--- src/rtl/vga_cell_renderer.sv ---
// VGA timing generator and cell renderer for the life grid.
// Scans the frame, turns each visible pixel into a board cell address for the
// RAM read port, then colours the returned live bit with cursor and grid
// overlays. Sync and data-enable are delayed so they stay aligned with the
// colour for any RAM read latency. The frame and vblank strobes follow the
// scan position rather than the output pins.
module vga_cell_renderer #(
  parameter int          WIDTH    = 12,
  parameter int          HSIZE    = 800,
  parameter int          HFP      = 856,
  parameter int          HSP      = 976,
  parameter int          HMAX     = 1040,
  parameter int          VSIZE    = 600,
  parameter int          VFP      = 637,
  parameter int          VSP      = 643,
  parameter int          VMAX     = 666,
  parameter bit          HSPP     = 1'b1,
  parameter bit          VSPP     = 1'b1,
  parameter int          CELL_W   = 20,
  parameter int          CELL_H   = 20,
  parameter int          COLS     = HSIZE / CELL_W,
  parameter int          ROWS     = VSIZE / CELL_H,
  parameter int          ADDR_W   = 11,
  parameter int          RD_LAT   = 2,
  parameter logic [23:0] LIVE_RGB = 24'hFFFFFF,
  parameter logic [23:0] DEAD_RGB = 24'h000000,
  parameter logic [23:0] GRID_RGB = 24'h404040
) (
  input  logic              clk,
  input  logic              rst,
  output logic [ADDR_W-1:0] cell_addr,
  output logic              cell_addr_vld,
  input  logic              cell_live,
  input  logic              grid_en,
  input  logic              cursor_en,
  input  logic [WIDTH-1:0]  cursor_x,
  input  logic [WIDTH-1:0]  cursor_y,
  output logic              hsync,
  output logic              vsync,
  output logic              data_enable,
  output logic [7:0]        video_red,
  output logic [7:0]        video_green,
  output logic [7:0]        video_blue,
  output logic              frame_start,
  output logic              vblank_start
);

  // Geometry sanity: the cell grid must tile the visible area exactly.
  if (HSIZE % CELL_W != 32'sd0) begin : g_bad_cell_w
    $error("vga_cell_renderer: HSIZE must be a multiple of CELL_W");
  end
  if (VSIZE % CELL_H != 32'sd0) begin : g_bad_cell_h
    $error("vga_cell_renderer: VSIZE must be a multiple of CELL_H");
  end
  if (ADDR_W < $clog2(COLS * ROWS)) begin : g_bad_addr_w
    $error("vga_cell_renderer: ADDR_W too narrow for COLS*ROWS cells");
  end
  if ((RD_LAT < 32'sd0) || (RD_LAT > 32'sd4)) begin : g_bad_rd_lat
    $error("vga_cell_renderer: RD_LAT must be within 0..4");
  end

  localparam logic [WIDTH-1:0]  ZERO_W     = WIDTH'(1'b0);
  localparam logic [WIDTH-1:0]  ONE_W      = WIDTH'(1'b1);
  localparam logic [WIDTH-1:0]  H_LAST     = WIDTH'(HMAX - 32'sd1);
  localparam logic [WIDTH-1:0]  V_LAST     = WIDTH'(VMAX - 32'sd1);
  localparam logic [WIDTH-1:0]  H_VIS      = WIDTH'(HSIZE);
  localparam logic [WIDTH-1:0]  V_VIS      = WIDTH'(VSIZE);
  localparam logic [WIDTH-1:0]  H_VIS_LAST = WIDTH'(HSIZE - 32'sd1);
  localparam logic [WIDTH-1:0]  V_VIS_LAST = WIDTH'(VSIZE - 32'sd1);
  localparam logic [WIDTH-1:0]  CW_LAST    = WIDTH'(CELL_W - 32'sd1);
  localparam logic [WIDTH-1:0]  CH_LAST    = WIDTH'(CELL_H - 32'sd1);
  localparam logic [WIDTH-1:0]  H_FP       = WIDTH'(HFP);
  localparam logic [WIDTH-1:0]  H_SP       = WIDTH'(HSP);
  localparam logic [WIDTH-1:0]  V_FP       = WIDTH'(VFP);
  localparam logic [WIDTH-1:0]  V_SP       = WIDTH'(VSP);
  localparam logic [ADDR_W-1:0] ZERO_A     = ADDR_W'(1'b0);
  localparam logic [ADDR_W-1:0] COLS_A     = ADDR_W'(COLS);

  // Per-pixel attributes that travel alongside the RAM read.
  typedef struct packed {
    logic de;
    logic hs;
    logic vs;
    logic grid;
    logic cursor;
  } meta_t;

  localparam meta_t META_BLANK = {1'b0, ~HSPP, ~VSPP, 1'b0, 1'b0};

  // Scan state: describes the pixel being scanned in the current cycle.
  logic              run_r;
  logic [WIDTH-1:0]  h_r, v_r;
  logic [WIDTH-1:0]  x_sub_r, y_sub_r;
  logic [WIDTH-1:0]  col_r, row_r;
  logic [ADDR_W-1:0] row_base_r;
  logic [ADDR_W-1:0] cell_addr_r;
  logic              cell_addr_vld_r;
  logic              frame_start_r;
  logic              vblank_start_r;

  // Next scan position.
  logic              h_wrap_s;
  logic [WIDTH-1:0]  h_nx_s, v_nx_s;
  logic [WIDTH-1:0]  x_sub_nx_s, y_sub_nx_s;
  logic [WIDTH-1:0]  col_nx_s, row_nx_s;
  logic [ADDR_W-1:0] row_base_nx_s;
  logic              vld_nx_s;
  logic [ADDR_W-1:0] addr_nx_s;

  // Pipeline and output stage.
  meta_t             meta_now_s;
  meta_t             meta_tap_s;
  logic [23:0]       rgb_nx_s;
  logic [23:0]       rgb_r;
  logic              hsync_r, vsync_r, de_r;

  // Next-state scan counters; the cell mapping is kept by sub-counters so no divide is needed.
  always_comb begin
    h_wrap_s      = (h_r == H_LAST);
    h_nx_s        = h_r;
    v_nx_s        = v_r;
    x_sub_nx_s    = x_sub_r;
    col_nx_s      = col_r;
    y_sub_nx_s    = y_sub_r;
    row_nx_s      = row_r;
    row_base_nx_s = row_base_r;
    if (!run_r) begin
      // First cycle out of reset holds the origin so scanning begins at h=0,v=0.
      h_nx_s        = ZERO_W;
      v_nx_s        = ZERO_W;
      x_sub_nx_s    = ZERO_W;
      col_nx_s      = ZERO_W;
      y_sub_nx_s    = ZERO_W;
      row_nx_s      = ZERO_W;
      row_base_nx_s = ZERO_A;
    end else begin
      if (h_wrap_s) begin
        h_nx_s = ZERO_W;
        if (v_r == V_LAST) begin
          v_nx_s = ZERO_W;
        end else begin
          v_nx_s = v_r + ONE_W;
        end
      end else begin
        h_nx_s = h_r + ONE_W;
        v_nx_s = v_r;
      end

      // Column tracking across the visible part of the line; cleared from h=HSIZE on.
      if (h_r < H_VIS_LAST) begin
        if (x_sub_r == CW_LAST) begin
          x_sub_nx_s = ZERO_W;
          col_nx_s   = col_r + ONE_W;
        end else begin
          x_sub_nx_s = x_sub_r + ONE_W;
          col_nx_s   = col_r;
        end
      end else begin
        x_sub_nx_s = ZERO_W;
        col_nx_s   = ZERO_W;
      end

      // Row tracking advances once per line; cleared once the visible lines are done.
      if (h_wrap_s) begin
        if (v_r < V_VIS_LAST) begin
          if (y_sub_r == CH_LAST) begin
            y_sub_nx_s    = ZERO_W;
            row_nx_s      = row_r + ONE_W;
            row_base_nx_s = row_base_r + COLS_A;
          end else begin
            y_sub_nx_s    = y_sub_r + ONE_W;
            row_nx_s      = row_r;
            row_base_nx_s = row_base_r;
          end
        end else begin
          y_sub_nx_s    = ZERO_W;
          row_nx_s      = ZERO_W;
          row_base_nx_s = ZERO_A;
        end
      end else begin
        y_sub_nx_s    = y_sub_r;
        row_nx_s      = row_r;
        row_base_nx_s = row_base_r;
      end
    end

    vld_nx_s = (h_nx_s < H_VIS) && (v_nx_s < V_VIS);
    if (vld_nx_s) begin
      addr_nx_s = row_base_nx_s + ADDR_W'(col_nx_s);
    end else begin
      addr_nx_s = ZERO_A;
    end
  end

  // Scan state register; address and strobes are registered together with h/v.
  always_ff @(posedge clk) begin
    if (rst) begin
      run_r           <= 1'b0;
      h_r             <= ZERO_W;
      v_r             <= ZERO_W;
      x_sub_r         <= ZERO_W;
      col_r           <= ZERO_W;
      y_sub_r         <= ZERO_W;
      row_r           <= ZERO_W;
      row_base_r      <= ZERO_A;
      cell_addr_r     <= ZERO_A;
      cell_addr_vld_r <= 1'b0;
      frame_start_r   <= 1'b0;
      vblank_start_r  <= 1'b0;
    end else begin
      run_r           <= 1'b1;
      h_r             <= h_nx_s;
      v_r             <= v_nx_s;
      x_sub_r         <= x_sub_nx_s;
      col_r           <= col_nx_s;
      y_sub_r         <= y_sub_nx_s;
      row_r           <= row_nx_s;
      row_base_r      <= row_base_nx_s;
      cell_addr_r     <= addr_nx_s;
      cell_addr_vld_r <= vld_nx_s;
      frame_start_r   <= (h_nx_s == ZERO_W) && (v_nx_s == ZERO_W);
      vblank_start_r  <= (h_nx_s == ZERO_W) && (v_nx_s == V_VIS);
    end
  end

  // Attributes of the pixel being scanned, with overlay inputs sampled now.
  always_comb begin
    meta_now_s        = META_BLANK;
    meta_now_s.de     = cell_addr_vld_r;
    meta_now_s.hs     = ((h_r >= H_FP) && (h_r < H_SP)) ? HSPP : ~HSPP;
    meta_now_s.vs     = ((v_r >= V_FP) && (v_r < V_SP)) ? VSPP : ~VSPP;
    meta_now_s.grid   = grid_en && ((x_sub_r == ZERO_W) || (y_sub_r == ZERO_W));
    meta_now_s.cursor = cursor_en && cell_addr_vld_r &&
                        (col_r == cursor_x) && (row_r == cursor_y);
  end

  if (RD_LAT == 0) begin : g_no_delay
    assign meta_tap_s = meta_now_s;
  end else begin : g_delay
    meta_t dl_r [RD_LAT];

    // Delay line matching the RAM read latency; flushes to blank on reset.
    always_ff @(posedge clk) begin
      if (rst) begin
        for (int k = 0; k < RD_LAT; k++) begin
          dl_r[k] <= META_BLANK;
        end
      end else begin
        dl_r[0] <= meta_now_s;
        for (int k = 1; k < RD_LAT; k++) begin
          dl_r[k] <= dl_r[k-1];
        end
      end
    end

    assign meta_tap_s = dl_r[RD_LAT-1];
  end

  // Colour selection: cursor above grid above the live/dead fill, black when blanked.
  always_comb begin
    rgb_nx_s = 24'h000000;
    if (!meta_tap_s.de) begin
      rgb_nx_s = 24'h000000;
    end else if (meta_tap_s.cursor) begin
      rgb_nx_s = cell_live ? 24'hFF0000 : 24'h0000FF;
    end else if (meta_tap_s.grid) begin
      rgb_nx_s = GRID_RGB;
    end else begin
      rgb_nx_s = cell_live ? LIVE_RGB : DEAD_RGB;
    end
  end

  // Output stage: colour, sync and enable all leave on the same edge.
  always_ff @(posedge clk) begin
    if (rst) begin
      rgb_r   <= 24'h000000;
      hsync_r <= ~HSPP;
      vsync_r <= ~VSPP;
      de_r    <= 1'b0;
    end else begin
      rgb_r   <= rgb_nx_s;
      hsync_r <= meta_tap_s.hs;
      vsync_r <= meta_tap_s.vs;
      de_r    <= meta_tap_s.de;
    end
  end

  assign cell_addr     = cell_addr_r;
  assign cell_addr_vld = cell_addr_vld_r;
  assign frame_start   = frame_start_r;
  assign vblank_start  = vblank_start_r;
  assign hsync         = hsync_r;
  assign vsync         = vsync_r;
  assign data_enable   = de_r;
  assign video_red     = rgb_r[23:16];
  assign video_green   = rgb_r[15:8];
  assign video_blue    = rgb_r[7:0];

endmodule

--- config.mk ---
export PLATFORM = sky130hd
export DESIGN_NAME = vga_cell_renderer
export DESIGN_NICKNAME = d
export VERILOG_FILES = /design/src/rtl/vga_cell_renderer.sv
export SDC_FILE = /design/constraint.sdc
export NUM_CORES = 1
export LEC_CHECK = 0
export CORE_MARGIN = 2
export CORE_UTILIZATION = 30
export CTS_BUF_LIST = sky130_fd_sc_hd__clkbuf_8 sky130_fd_sc_hd__clkbuf_16
export CTS_CLUSTER_SIZE = 8
export DETAILED_ROUTE_END_ITERATION = 12
export SETUP_SLACK_MARGIN = 0.15
export SLEW_MARGIN = 30
export SYNTH_ARGS = -nofsm -noshare
export SYNTH_HDL_FRONTEND = slang
export SYNTH_SLANG_ARGS = --single-unit
--- constraint.sdc ---
create_clock -name clk -period 4.5 [get_ports clk]
set_input_delay 0.9 -clock clk [delete_from_list [all_inputs] [get_ports clk]]
set_output_delay 0.9 -clock clk [all_outputs]
set_load 0.05 [all_outputs]
run_1/met4.png
The bar under the picture is 50 um long.
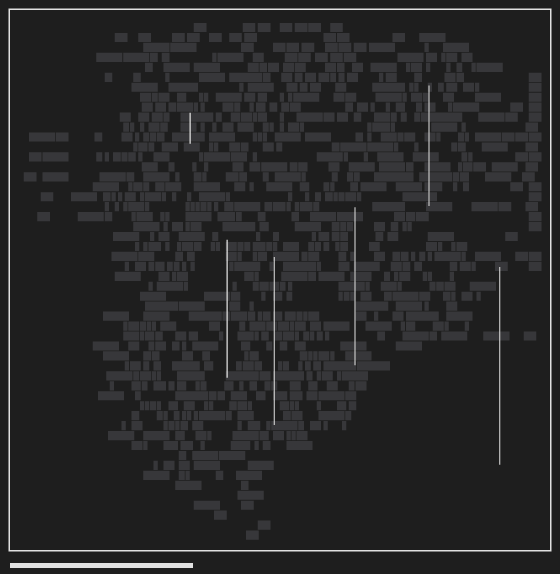
main direction: vertical
longest straight run: 53.7 um

run_1/metal_stack.png
Two of the layers only.
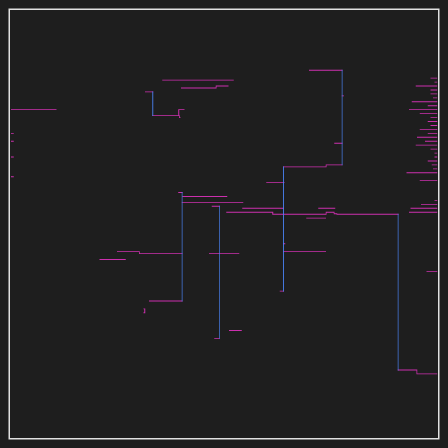
[met4] blue | wire length: 220 um
[met3] magenta | wire length: 463 um

==> run notes, run 1 <==
Implementation numbers.

- The flow ran to the end, and the final reports show no timing, DRC or antenna violations.
- The worst setup path category is reg2reg.
- Summing the sequential cell areas from Yosys gives a little under two fifths of the chip area.
- The buffers plus inverters on the worst setup path is 2.
- Measured on the finished design, the core utilization comes to 37.2%.
- The deepest clock path buffer count is 2.
- By area, logic gates come first.
- The inverter count of the layout excluding clock inverters is 28.
- For this run, asynchronously set or reset flops after synthesis account for 0%.
- For this run, the top clock speed supported by timing is ~270 MHz.
- The portion of total power attributed to the clock network is 52.7%.
- The clock buffer count from CTS is 17.
- The type recorded for the worst min-delay path is reg2reg.
- In the global route stage, met2 resource usage came out at about a fifth.
- The internal portion of the total power is around 1.9 mW.
- The max-slew violation total from the final report is 0.
- The buffer_ports step reported a buffer count of just under 70.
- The final worst-path cycle share is between 80% and 90%.
- The number of detailed-routing iterations run before antenna repair is 5.
- The total number of placement rows is roughly 52.
- The clock tree skew after final layout is roughly 0.012 ns.
- Across the whole layout, storage elements make up between 30% and 40% of the cell area.
- The congestion estimate from routability-driven global placement came to 0.824.
- The area of the core is 20200 um2.
- The number of H-tree levels is 4.
- The average vias per placed instance is 4.69.
- After Yosys synthesis, full adders, half adders and majority gates account for between 4 and 5% of the synthesized area.
- The initial cell density of the core is a little under a third.
- Per the synthesis report, the XOR/XNOR share of the synthesized area is 13.8%.
- The total overflow left after global routing is 0.
- The highest layer touched by signal routing is met4.
- The cell area after placement is 6970 um2.
- The global routing met3 resource utilization is between 2 and 3%.
- The worst hold margin is between 0.4 and 0.5 ns.
- The post-synthesis average cell area is between 8 and 9 um2.
- The clock reaches the later pin of the worst-skew pair after approximately 0.42 ns.
- The quantity of hold-fixing buffers added after cts is 0.
- The number of logic gates is roughly 540.
- The TritonCTS clock tree is yes.
- Per the repair_timing log after CTS, setup buffers inserted total 0.
- Setup repair after global routing left no endpoint under its margin.
- The area of combinational cells with multiple inputs is around 3500 um2.
- The fraction of cell area in multi-input combinational cells is reported as between 40% and 50%.
- Walking the worst path, the cells encountered are ha_1 -> a21o_1 -> a21o_1 -> a21oi_1 -> o221ai_1 -> nor2_1 -> ha_1 -> inv_1 -> fa_1 -> inv_1 -> a21o_1 -> nand4_1 -> a31oi_1 -> a31oi_1 -> xnor3_1 -> nor2_1.
- Summed over all cells, the static leakage comes to 2.75 nW.
- The number of enable flip-flop cells is 0.
- The tap cell count is between 200 and 300.
- Detailed-route iteration 0 reported a violation count of 251.
- The routed wire length per instance is around 13 um.
- In the post-route analysis, the smallest setup slack over all paths is about 0.86 ns.
- The delay of the slowest cell on the worst path is roughly 0.39 ns.
- Post-CTS repair changed the size of 0 cells.
- For this run, the number of Yosys warnings is 0.
- Per the detail_route log, met2 wirelength is between 6000 and 7000 um.
- The number of nets in the layout is about 830.
- The number of instances in the synthesized netlist is 734.
- Warnings raised by the tools during the run amount to 32.
- After synthesis, the largest area contributor takes up a little under two fifths of total cell area.
- The post-route setup TNS is 0 ns.
- The largest power group is the clock network.
- The switching power as a share of total power is approximately 23%.
- According to the timing report, the data required time at the worst endpoint equals around 4.8 ns.
- In the finished layout, the clock tree contains a buffer count of 20.
- The mapped netlist covers a little over 6000 um2.
- The via count of the first global-routing pass came to around 4600.
- The synthesis area per yosys is 6190 um2.
- The wire length of the first global-routing pass is 22600 um.
- STA classifies the critical path endpoint as a register.
- In this run the full chip footprint comes out at roughly 22000 um2.
- After detailed routing, the met3 layer carries ~460 um of wire.
- Of all cell types, the one taking the most synthesized area is dfxtp_1.
- The horizontal die size is 148 um.
- OpenSTA, run right after detailed placement, puts the worst setup slack at ~0.89 ns.
- The count of unique library cells instantiated by Yosys is around 65.
- The total via count in the routed design is 4959.
- Summing internal, switching and leakage power gives ~2.4 mW.
- The final antenna diode tally reported by the flow is 0.
- Endpoints with negative setup slack in the final report add up to 0.
- The worst-path cell with the longest stage delay is fa_1.
- The fraction of area in clock buffers and inverters is ~7.5%.
- The critical path data arrival time is about 3.9 ns.
- The number of cells in the design after placement is about 1000.
- Endpoints failing hold in the final report were tallied at 0.
- The category of cells accounting for the largest share of critical-path delay is AND-OR/OR-AND gates.
- In this run the remaining antenna-violating nets after routing total 0.
- The number of nets at floorplan is ~790.
- Per the OpenROAD floorplan log, the height of the die is 148 um.
- The area fraction in compound gates after synthesis is under 10%.
- The power of the clock network is between 1 and 1.5 mW.
- Per the synthesis report, the simple-gate share of the synthesized area is between 20% and 30%.
- Per the synth log, the flip-flop and latch total comes to approximately 120.
- For met1 alone, demand over resource in global routing was between 10% and 20%.
- By area, the combinational part of the netlist is dominated by simple AND/OR/NAND/NOR gates.
- The detailed placer's ending HPWL is 10100 um.
- The number of clock sinks seen by CTS is ~120.
- The reported net switching power is about 560 uW.
- The peak supply drop is 0.221 mV.
- The power report attributes to the combinational group a share of around 4.4%.
- The headroom to the max-slew limit is a little over two fifths.
- The wire length the detailed router placed on met1 is ~6700 um.
- The maximum number of pins on one net before global-route repair is 20.
- The number of fill cells is a little over 2000.
- The biggest fanout along the worst timing path is 9.
- The transition time of the tightest slew-check pin is 0.838 ns.
- The part of the power in registers is 42.8%.
- The initial antenna violation count came to 0.
- Leaving out fill and tap cells, the most frequent cells in the layout are 121 x nor2_1, 117 x dfxtp_1, 69 x clkdlybuf4s50_1.
run_1/drive_strength.png
The bar under the picture is 50 um long.
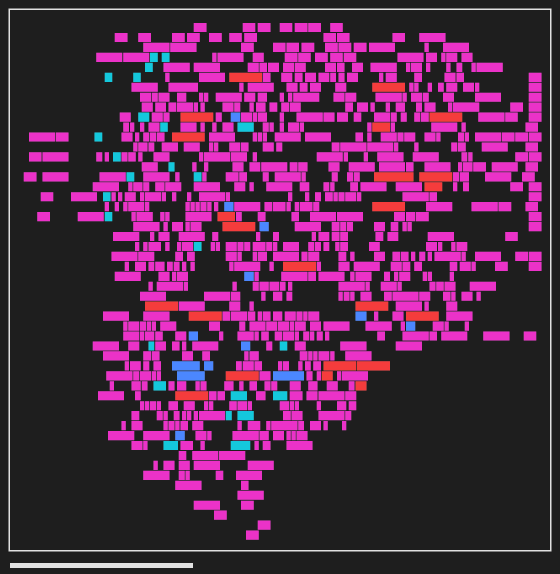
[drive 2] cyan | cells: 25 | most used: nor2_2
[drive 3 to 4] blue | cells: 13 | most used: buf_4
[drive 1 or less] magenta | cells: 727 | most used: nor2_1
[drive 6 and up] red | cells: 23 | most used: clkbuf_16
number of non-clock buffers in the layout: 74
Area Overhead vs Synth: 21.8%
final standard cell area without fillers: 7530 um2

run_1/met2.png
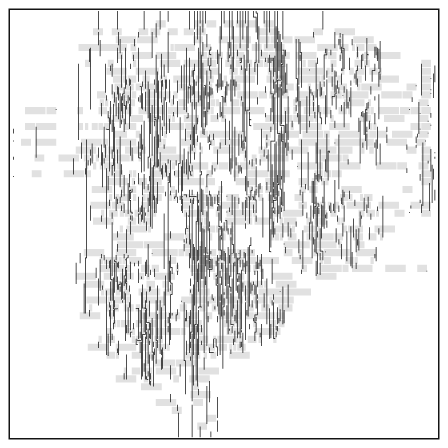
main direction: vertical
nets with wire on the layer: 656
share of all routed wire: 46%

## run 1: path summary, 6_finish.rpt
| kind | start | end | slack (ns) | depth (start not counted) |
|---|---|---|---|---|
| worst max-delay path | v_r[0]$_SDFF_PP0_ | cell_addr[10]$_SDFF_PP0_ | 0.86 | 16 |
| worst min-delay path | g_delay.dl_r[0][1]$_SDFF_PP0_ | g_delay.dl_r[0][6]$_SDFF_PP0_ | 0.43 | 1 |
| worst max register to register | v_r[0]$_SDFF_PP0_ | cell_addr[10]$_SDFF_PP0_ | 0.86 | 16 |
| worst min register to register | g_delay.dl_r[0][1]$_SDFF_PP0_ | g_delay.dl_r[0][6]$_SDFF_PP0_ | 0.43 | 1 |
run_1/final_clocks.png
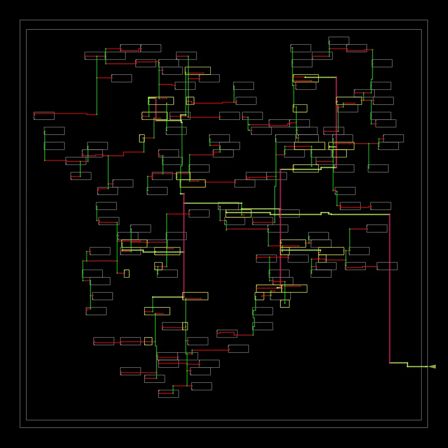

==> run 2: changes to the inputs <==
==> constraint.sdc (replaced) <==
create_clock -name clk -period 3.1 [get_ports clk]
set_input_delay 0.62 -clock clk [delete_from_list [all_inputs] [get_ports clk]]
set_output_delay 0.62 -clock clk [all_outputs]
set_load 0.05 [all_outputs]
run_2/final_clocks.png
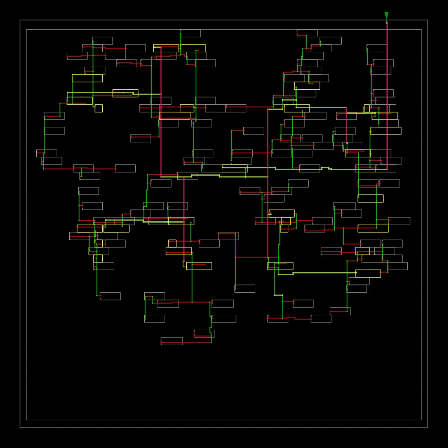
clock net sink count: 117
clock buffer count from CTS: 17

run_2/met2.png
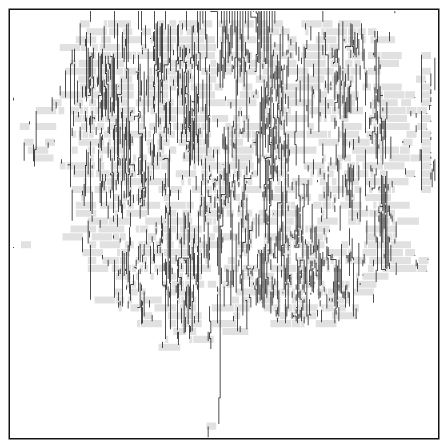
longest straight run: 59.3 um
wire length on this layer: 7190 um
vias post-DR: 5330
global-route track usage on met2: 24.1%

==> run notes, run 2 <==
Implementation numbers.

- The flow ran to the end, and the final reports show no timing, DRC or antenna violations.
- The cell area after placement is 7430 um2 (+6.6%).
- The most critical setup path has its endpoint at cell_addr[9]$_SDFF_PP0_.
- The report lists the cells along the critical path as nor4_4 -> and4_4 -> buf_8 -> mux2i_4 -> or2_4 -> inv_2 -> ha_1 -> a21o_1 -> a21oi_2 -> o211ai_1 -> a31o_2 -> a21oi_2 -> xor2_1 -> nor2_2.
- In this run the worst hold path is classified as reg2reg.
- The launch instance of the worst min-delay path is g_delay.dl_r[0][7]$_SDFF_PP0_.
- The share of layout cells above drive strength 1 is 22.4%.
- The clock tree skew after final layout was 0.0109 ns (-0.00119 ns).
- The area of the core is 20200 um2 (unchanged).
- The launching instance or port of the critical path is x_sub_r[10]$_SDFF_PP0_.
- The average vias per placed instance came to 4.69 (+0.10%).
- The number of enable flip-flop cells came to 0 (unchanged).
- The post-cts resize count came to 26 (+26).
- In the final layout, flip-flops and latches occupy approximately 2400 um2.
- The worst reg2reg path startpoint is x_sub_r[10]$_SDFF_PP0_.
- The die boundary height is 148 um (unchanged).
- The number of synthesis warnings is 0 (unchanged).
- The number of buffers outside the clock class in the layout is 152 (+110%).
- The count of clock buffers in the final design is 20 (unchanged).
- The number of setup violations in the final report is 0 (unchanged).
- The timing report shows that the slowest cell on the worst path is dfxtp_2.
- The timing report gives the clock slew at the launch and capture registers of the worst setup and hold paths as approximately 0.060 ns.
- The number of maximum-capacitance constraint violations is 0.
- The cell that appears most often on the critical path is a21oi_2.
- The placer congestion estimate came to 0.845 (+2.6%).
- The synthesis area per yosys is 6190 um2 (unchanged).
- The path length in cells of the critical path came to 14 (-2).
- The number of nets in the layout is 906 (+9.4%).
- The post-synthesis share of cell area spent on xor and xnor gates is 13.8% (unchanged).
- The count of instantiated cells in the yosys netlist is around 730.
- The biggest fanout along the worst timing path is 6 (-3).
- The number of fill cells is 1980 (-2.5%).
- The post-synthesis to final-layout area growth is 38.0%.
- The max-slew violation total from the final report is 0 (unchanged).
- The number of cells on the worst reg-to-reg path came to 14 (-2).
- The via count of the first global-routing pass is 5191 (+13%).
- Ranking logic cells in the layout by count gives the top entries 113 x nor2_1, 108 x dfxtp_1, 81 x buf_4.
- The area fraction in compound gates after synthesis was 8.31% (unchanged).
- The number of instances in the synthesized netlist is 734 (unchanged).
- The power density over the cells is 450 nW/um2.
- The quantity of hold-fixing buffers added after cts is 0 (unchanged).
- The overall chip area is 21800 um2 (unchanged).
- The final antenna-violating net count is 0 (unchanged).
- The buffers plus inverters on the worst setup path is 2 (unchanged).
- The number of nets at floorplan is 786 (unchanged).
- The worst-case register-to-register setup slack came to 0.16 ns (-0.71 ns).
- The critical path data arrival time is 3.26 ns (-0.66 ns).
- The wire length of the first global-routing pass is 25300 um (+12%).
- After synthesis, the most frequently instantiated cells are 121 x nor2_1, 117 x dfxtp_1, 51 x nand2_1, 51 x xor2_1, 44 x xnor2_1.
- The critical path required time is 3.42 ns (-1.36 ns).
- Ranked by total cell area, the synthesized netlist is headed by dfxtp_1 38%, nor2_1 7.3%, xor2_1 7.2%.
- The register area share after synthesis came to 37.9% (unchanged).
- The post-layout total power came to 3.84 mW (+57%).
- The flip-flop and latch count after synthesis was 117 (unchanged).
- The routed wire length per instance is 13.6 um (+5.1%).
- The area of combinational cells with multiple inputs is 3760 um2 (+8.9%).
- The maximum number of pins on one net before global-route repair is 20 (unchanged).
- The worst hold path cell count is 1 (unchanged).
- In this design, the largest share of critical-path delay is due to AND-OR/OR-AND gates.
- The area share of fa/ha/maj cells after synthesis is 4.77% (unchanged).
- The delay of the slowest cell on the worst path was 0.33 ns (-0.06 ns).
- The port buffer count is 69 (unchanged).
- The number of detailed-routing iterations run before antenna repair came to 5 (unchanged).
- The fraction of standard cell area that is sequential is 27.6% (-3.5 points).
- The biggest cell category by area in the final layout is logic gates.
- The fraction of registers with async set or reset after synthesis is 0% (unchanged).
- The worst setup path is of the reg2reg kind.
- The final worst-path cycle share came to 95.0% (+14 points).
- The post-CTS setup-driven buffer insertion count is 20 (+20).
- For this design the top-level I/O count stands at ~70.
- The deepest clock path buffer count is 2 (unchanged).
- The leakage component of the power is 3.21 nW (+17%).
- The headroom to the max-slew limit is 64.4% (+20 points).
- The number of H-tree levels came to 4 (unchanged).
- The total inserted antenna cells is 0 (unchanged).
- Counting I/O delays and the setup requirement, the final critical path takes 2.94 ns.
- The global-route total usage across every layer is between 10% and 20%.
- The post-synthesis average cell area came to 8.43 um2 (unchanged).
- Summed over all layers, the routed wires come to around 15000 um.
- The share of cell area taken by multi-input logic gates was 44.1% (-1.8 points).
- The startpoint type of the worst setup path is a register.
- The post-route setup TNS is 0 ns (unchanged).
- The share of synthesized area spent on multiplexers is 1.15%.
- The clock latency at the later pin of the worst-skew pair is 0.43 ns (about the same).
- The fraction of the mapped netlist area in simple logic gates is 27.8% (unchanged).
- In the synthesized netlist, the dominant kind of combinational cell is simple AND/OR/NAND/NOR gates.
- The final instance area is 8530 um2 (+13%).
- The warning total across the stage logs is 34 (+6.3%).
- The peak supply drop is 0.354 mV (+60%).
- The tap cell count came to 270 (unchanged).
- The total number of placement rows was 52 (unchanged).
- The prevailing post-synth register cell is dfxtp_1.
- The initial cell density of the core was 30.6% (unchanged).
- The initial antenna violation count came to 0 (unchanged).
- The endpoint of the worst hold path is reported as vsync$_SDFF_PP0_.
- TritonCTS built the clock tree.
- The inverter count of the layout excluding clock inverters is 28 (unchanged).
- The count of final hold-check violations is 0 (unchanged).
- The upper clock frequency limit is 340 MHz (+24%).
- dfxtp_1 takes more of the synthesized area than any other cell.
- The count of routing violations after the opening detailed-route iteration is 260 (+3.6%).
- The transition time of the tightest slew-check pin was 0.532 ns (-0.306 ns).
- The worst setup path is captured at a register.
- The horizontal die size came to 148 um (unchanged).
- The count of unique library cells instantiated by Yosys is 65 (unchanged).
- The buffer type at the clock tree root is clkbuf_16.
- The total grt overflow came to 0 (unchanged).
- The detailed placer's ending HPWL is 10800 um (+7.4%).
- The final layout contains a sequential cell count of roughly 120.
- The fraction of area in clock buffers and inverters came to 7.62% (+0.084 points).
- The fraction of synthesized cell area taken by the top area cell type came to 37.9% (unchanged).
- The cell area after technology mapping is 6190 um2 (unchanged).
- The capture point of the worst register-to-register path is recorded as cell_addr[9]$_SDFF_PP0_.
- Setup repair after global routing could not meet its margin everywhere.
- The number of logic gates is 538 (unchanged).
- The utilization of the core after routing was 42.2% (+4.9 points).
run 2: cell counts after synthesis:
Identical to the previous run, type by type.
run 2: stage by stage:
step	instances	setup WS (ns)	hold slack [ns]
5_1_grt	1136	0.00470	0.454
3_3_place_gp	1077	0.0752	0.415
2_1_floorplan	734	0.0173	0.409
3_5_place_dp	1077	-0.0224	0.418
6_report	1136	0.155	0.433
4_1_cts	1128	0.151	0.427
run 2: routing by layer:
metal,vias to the layer above,wire length (um),track usage (%)
met2,110,7190,24.1
met3,23,659,3.58
met4,0,304,5.05
met5,-,0,0
li1,2733,-,-
met1,2464,7280,18.3
run 2: report_power, final:
| part | switching, mW | internal [mW] |
|---|---|---|
| logic | 0.0959 | 0.0756 |
| registers | 0.00550 | 1.51 |
| clock network | 0.724 | 1.43 |
No activity file was given, so power comes from the tool's default toggle rates.
